Figure 1. Cell outlines without signal wires.
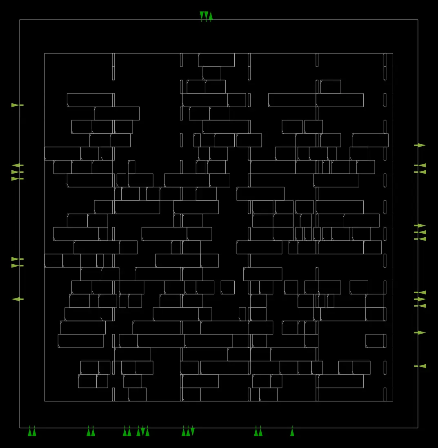
Figure 2. Cell density map.
(4 px per um) The die is cut into 8 by 8 equal tiles; dark blue is low, red is high, 0 to 100% covered.
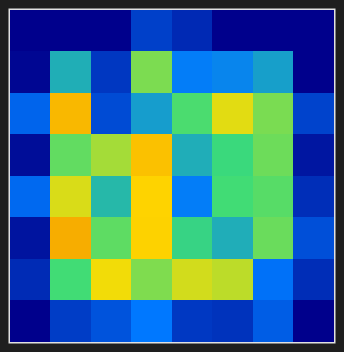
`src/rtl/scc_mapper_pkg.sv`:
```
// -----------------------------------------------------------------------------
// scc_mapper_pkg
// Shared constants and types for the SCC/Konami-style mapper controller.
//   - Bank-select write windows (MSX A15..A11 patterns).
//   - Bank register reset values.
//   - Local-update handshake FSM state type.
//   - Helper to decide whether an address lies in the 4000h-BFFFh ROM window.
// -----------------------------------------------------------------------------
package scc_mapper_pkg;

    localparam int NUM_BANKS = 4;

    // A15..A11 patterns of the bank-select write windows.
    localparam logic [4:0] WIN_BANK0 = 5'b01010;   // 5000h-57FFh
    localparam logic [4:0] WIN_BANK1 = 5'b01110;   // 7000h-77FFh
    localparam logic [4:0] WIN_BANK2 = 5'b10010;   // 9000h-97FFh
    localparam logic [4:0] WIN_BANK3 = 5'b10110;   // B000h-B7FFh

    localparam logic [4:0] BANK_WIN [NUM_BANKS] = '{WIN_BANK0, WIN_BANK1, WIN_BANK2, WIN_BANK3};

    // After reset the mapper presents the first 32 KB of flash linearly.
    localparam int BANK_RST [NUM_BANKS] = '{0, 1, 2, 3};

    typedef enum logic {
        IDLE    = 1'b0,
        RELEASE = 1'b1
    } cfg_state_e;

    // 4000h-BFFFh means A15..A14 is 01 or 10.
    function automatic logic in_rom_window(input logic [4:0] a_hi);
        return a_hi[4] ^ a_hi[3];
    endfunction

endpackage

```
`src/rtl/scc_mapper_ctrl_msx_strobe_sync.sv`:
```
// -----------------------------------------------------------------------------
// msx_strobe_sync
// Brings the asynchronous MSX write strobe and its slot-select qualifier into
// the clk domain and produces a single-cycle event on each qualified falling
// edge of the write strobe.
// Ports:
//   clk       in   system clock
//   reset_n   in   asynchronous active-low reset
//   strobe_n  in   asynchronous strobe (wr_n), edge detected
//   qual_n    in   asynchronous qualifier (sltsl_n), level only
//   evt       out  one-cycle pulse: synced strobe 1->0 while synced qual = 0
// SYNC_STAGES must be 2 or 3.
// -----------------------------------------------------------------------------
module msx_strobe_sync
    import scc_mapper_pkg::*;
#(
    parameter int SYNC_STAGES = 2
) (
    input  logic clk,
    input  logic reset_n,
    input  logic strobe_n,
    input  logic qual_n,
    output logic evt
);

    logic [SYNC_STAGES-1:0] strobe_sync_q, strobe_sync_d;
    logic [SYNC_STAGES-1:0] qual_sync_q,   qual_sync_d;
    logic                   strobe_hist_q, strobe_hist_d;

    always_comb begin
        strobe_sync_d = {strobe_sync_q[SYNC_STAGES-2:0], strobe_n};
        qual_sync_d   = {qual_sync_q[SYNC_STAGES-2:0],   qual_n};
        strobe_hist_d = strobe_sync_q[SYNC_STAGES-1];
    end

    // Reset to the inactive (high) level so release of reset never looks
    // like a falling edge.
    always_ff @(posedge clk or negedge reset_n) begin
        if (!reset_n) begin
            strobe_sync_q <= '1;
            qual_sync_q   <= '1;
            strobe_hist_q <= 1'b1;
        end else begin
            strobe_sync_q <= strobe_sync_d;
            qual_sync_q   <= qual_sync_d;
            strobe_hist_q <= strobe_hist_d;
        end
    end

    // A held-low strobe keeps the history flop low, so it fires only once.
    assign evt = strobe_hist_q & ~strobe_sync_q[SYNC_STAGES-1] & ~qual_sync_q[SYNC_STAGES-1];

endmodule

```
`src/rtl/scc_mapper_ctrl.sv`:
```
// -----------------------------------------------------------------------------
// scc_mapper_ctrl
// Owns the four 8 KB bank registers of an SCC/Konami-style ROM mapper.
// MSX bank-select writes (synchronised, edge detected) and a local req/ack
// configuration port both update the banks; MSX always wins a same-cycle
// collision and the local request is served one cycle later.
// The read path drives the upper flash address combinationally.
// Ports:
//   clk, reset_n            clock, asynchronous active-low reset
//   sltsl_n, wr_n, rd_n     asynchronous MSX slot strobes
//   addr_hi[4:0], data[7:0] MSX A15..A11 and data bus
//   cfg_req/cfg_idx/cfg_data  local update request (level), index, value
//   cfg_lock                only with MAPPER_LOCK_EN: blocks MSX bank writes
//   cfg_ack                 one-cycle grant pulse for a local update
//   address_upper           flash A(BANK_W+12)..A13
//   rom_cs                  flash chip-select qualifier (active high)
//   bank_upd                one-cycle pulse on any bank-register write
// Build option: define MAPPER_LOCK_EN to add the cfg_lock input.
// -----------------------------------------------------------------------------
module scc_mapper_ctrl
    import scc_mapper_pkg::*;
#(
    parameter int BANK_W      = 6,
    parameter int SYNC_STAGES = 2
) (
    input  logic              clk,
    input  logic              reset_n,
    input  logic              sltsl_n,
    input  logic              wr_n,
    input  logic              rd_n,
    input  logic [4:0]        addr_hi,
    input  logic [7:0]        data,
    input  logic              cfg_req,
    input  logic [1:0]        cfg_idx,
    input  logic [BANK_W-1:0] cfg_data,
`ifdef MAPPER_LOCK_EN
    input  logic              cfg_lock,
`endif
    output logic              cfg_ack,
    output logic [BANK_W-1:0] address_upper,
    output logic              rom_cs,
    output logic              bank_upd
);

    logic                 msx_evt;
    logic                 msx_block;
    logic [NUM_BANKS-1:0] msx_hit;
    logic [NUM_BANKS-1:0] local_hit;
    logic                 local_go;
    logic [BANK_W-1:0]    msx_val;

    logic [BANK_W-1:0]    bank_q [NUM_BANKS];
    logic [BANK_W-1:0]    bank_d [NUM_BANKS];
    cfg_state_e           state_q, state_d;
    logic                 cfg_ack_q, cfg_ack_d;
    logic                 bank_upd_q, bank_upd_d;

    msx_strobe_sync #(
        .SYNC_STAGES (SYNC_STAGES)
    ) u_wr_sync (
        .clk      (clk),
        .reset_n  (reset_n),
        .strobe_n (wr_n),
        .qual_n   (sltsl_n),
        .evt      (msx_evt)
    );

`ifdef MAPPER_LOCK_EN
    assign msx_block = cfg_lock;
`else
    assign msx_block = 1'b0;
`endif

    // Upper data bits beyond the bank width are simply dropped.
    assign msx_val = BANK_W'(data);

    // Collision rule: any MSX event defers the local request by a cycle,
    // even when the event does not hit a bank window or is locked out.
    assign local_go = (state_q == IDLE) && cfg_req && !msx_evt;

    genvar gi;
    generate
        for (gi = 0; gi < NUM_BANKS; gi++) begin : g_hit
            // addr_hi is stable across the Z80 write, so sampling it on the
            // event cycle is a valid capture.
            assign msx_hit[gi]   = msx_evt && !msx_block && (addr_hi == BANK_WIN[gi]);
            assign local_hit[gi] = local_go && (cfg_idx == 2'(gi));
        end
    endgenerate

    always_comb begin
        for (int i = 0; i < NUM_BANKS; i++) begin
            bank_d[i] = bank_q[i];
            if (msx_hit[i]) begin
                bank_d[i] = msx_val;
            end else if (local_hit[i]) begin
                bank_d[i] = cfg_data;
            end
        end

        cfg_ack_d  = local_go;
        bank_upd_d = (|msx_hit) | local_go;

        state_d = state_q;
        case (state_q)
            IDLE:    if (local_go) state_d = RELEASE;
            RELEASE: if (!cfg_req) state_d = IDLE;
            default: state_d = IDLE;
        endcase
    end

    always_ff @(posedge clk or negedge reset_n) begin
        if (!reset_n) begin
            for (int i = 0; i < NUM_BANKS; i++) begin
                bank_q[i] <= BANK_W'(BANK_RST[i]);
            end
            state_q    <= IDLE;
            cfg_ack_q  <= 1'b0;
            bank_upd_q <= 1'b0;
        end else begin
            for (int i = 0; i < NUM_BANKS; i++) begin
                bank_q[i] <= bank_d[i];
            end
            state_q    <= state_d;
            cfg_ack_q  <= cfg_ack_d;
            bank_upd_q <= bank_upd_d;
        end
    end

    assign cfg_ack  = cfg_ack_q;
    assign bank_upd = bank_upd_q;

    // Read path: {A15, A13} picks the 8 KB page inside 4000h-BFFFh.
    logic       rom_win;
    logic [1:0] page;

    assign rom_win       = in_rom_window(addr_hi);
    assign page          = {addr_hi[4], addr_hi[2]};
    assign address_upper = rom_win ? bank_q[page] : '0;
    assign rom_cs        = ~sltsl_n & ~rd_n & rom_win;

endmodule

```
`config.mk`:
```
export PLATFORM = sky130hd
export DESIGN_NAME = scc_mapper_ctrl
export DESIGN_NICKNAME = d
export VERILOG_FILES = /design/src/rtl/scc_mapper_pkg.sv /design/src/rtl/scc_mapper_ctrl_msx_strobe_sync.sv /design/src/rtl/scc_mapper_ctrl.sv
export SDC_FILE = /design/constraint.sdc
export NUM_CORES = 1
export LEC_CHECK = 0
export ABC_CLOCK_PERIOD_IN_PS = 3360
export CAP_MARGIN = 20
export CORE_AREA = 5 5 76 78
export DETAILED_ROUTE_END_ITERATION = 6
export DIE_AREA = 0 0 81 83
export PLACE_DENSITY_LB_ADDON = 0.12
export SETUP_SLACK_MARGIN = 0.4
export SLEW_MARGIN = 20
export SYNTH_ARGS = -nofsm -noshare
export SYNTH_HDL_FRONTEND = slang
export SYNTH_SLANG_ARGS = --single-unit
```
`constraint.sdc`:
```
create_clock -name clk -period 3.36 [get_ports clk]
set_input_delay 0.672 -clock clk [delete_from_list [all_inputs] [get_ports clk]]
set_output_delay 0.672 -clock clk [all_outputs]
set_load 0.05 [all_outputs]
```
==> flow_metrics.tcl <==
# collected from the flow reports
set metrics [dict create \
    synth_seq_share_pct 47.48 \
    grt_pass1_wl_um 7093 \
    chipWidth_um 81 \
    ir_drop_mv 0.2396 \
    m1WireLength_um 1961 \
    startpoint_type "input port" \
    dp_slack_ns 0.4615 \
    setup_slack_ns 0.5322 \
    synth-main-ff-cell "dfrtp_1" \
    hold_class "register to register" \
    cts_setup_buffers 0 \
    grt_use_met3_pct 3.788 \
    finalNetCount 202 \
    log.warning_count 28 \
    grt_use_total_pct 14.13 \
    seqPwrFrac_pct 46.7 \
    crit_path_top_delay_cell "clkdlybuf4s50_1" \
    setup_tns_ns 0 \
    wl_per_cell_um 17.10 \
    cts_buffers 5 \
    regMostFlops "bank_q" \
    die-area_um2 6723 \
    swShare_pct 28.88 \
    drv_cap 0 \
    crit_path_cell_trace "clkdlybuf4s50_1 -> nand2b_1 -> buf_4 -> o22ai_1 -> buf_12" \
    endpoint_kind "output pin" \
    status "complete, no violations" \
    finalInstanceArea_um2 2285 \
    n_antenna_cell 0 \
    worst-path-max-fanout 7 \
    largest_reg_flops 24 \
    critPathKind "input port to output pin" \
    p_int_mw 0.7847 \
    edf_count 0 \
    avgSynthCellArea_um2 12.48 \
    detail-route-antenna-nets 0 \
    vias_per_cell 4.902 \
    reg_top3 "bank_q x24, u_wr_sync.qual_sync_q x2, u_wr_sync.strobe_sync_q x2" \
    setup_viol 0 \
    p_sw_mw 0.3187 \
    place.gp.congestion 0.7626 \
    clock-sinks 32 \
    route.top_layer_used "met4" \
    slew_viol_final 0 \
    dp_cells 238 \
    cp_top_family "buffers and inverters" \
    portBuffers 33 \
    first_global_vias 1345 \
]
-- Figure 1 (at the start) --
sequential cells: 32
fill cell count: 487
post-route insts no fill: 246
FP Rows: 26
well tap count: 70

-- Figure 2 (at the start) --
mean over tiles: 33%
densest ninth of the die: centre
fullest tile: 80%
nearly empty tiles: 16%
tiles over 75% full: 7.8%
core area: 5010 um^2
final core occ: 45.60%
fp_density: 34.14%

power groups by stage:
stage / sequential (mW) / combinational (mW) / clock (mW)
floorplan: 0.515 / 0.175 / 0
global placement: 0.517 / 0.300 / 0
detailed placement: 0.523 / 0.307 / 0
CTS: 0.516 / 0.308 / 0.297
global route: 0.526 / 0.328 / 0.313
finish: 0.516 / 0.304 / 0.284
final cells by class:
class,instances,area (um^2)
clock buffer,8,80.08
fill,487,2725
inverter,2,7.507
multi-input combinational,95,852.1
sequential,32,812.0
tap,70,87.58
timing repair buffer,39,445.4
placed cells by master (no fill, tap or decap), drive strengths merged, types with 2 or more instances in the layout:
cell	instances
mux2	34
clkdlybuf4s50	26
dfrtp	23
mux2i	19
buf	13
dfstp	9
clkbuf	8
nor2	7
a21oi	7
o22ai	6
nand2b	5
nand2	3
or4	3
or3b	3
inv	2
final timing paths:
| path | from | cells after the start | end |
|---|---|---|---|
| min in group asynchronous | reset_n | 2 | bank_upd$_DFF_PN0_ |
| hold / removal | u_wr_sync.strobe_sync_q[0]$_DFF_PN1_ | 0 | u_wr_sync.strobe_sync_q[1]$_DFF_PN1_ |
| hold reg to reg | u_wr_sync.strobe_sync_q[0]$_DFF_PN1_ | 0 | u_wr_sync.strobe_sync_q[1]$_DFF_PN1_ |
| setup reg to reg | u_wr_sync.strobe_hist_q$_DFF_PN1_ | 5 | bank_q[11]$_DFFE_PN0P_ |
| setup / recovery | addr_hi[3] | 5 | address_upper[4] |
| max in group asynchronous | reset_n | 2 | u_wr_sync.qual_sync_q[0]$_DFF_PN1_ |
logic make-up after synthesis:
group	Yosys count	share of synthesized area, %
flip-flops	32	47.48
AND-OR/OR-AND	18	6.877
AND/OR/NAND/NOR	24	9.437
multiplexers	53	33.50
buffers and inverters	10	2.707
Power figures rest on the tool's default switching activity, not on a simulated workload.
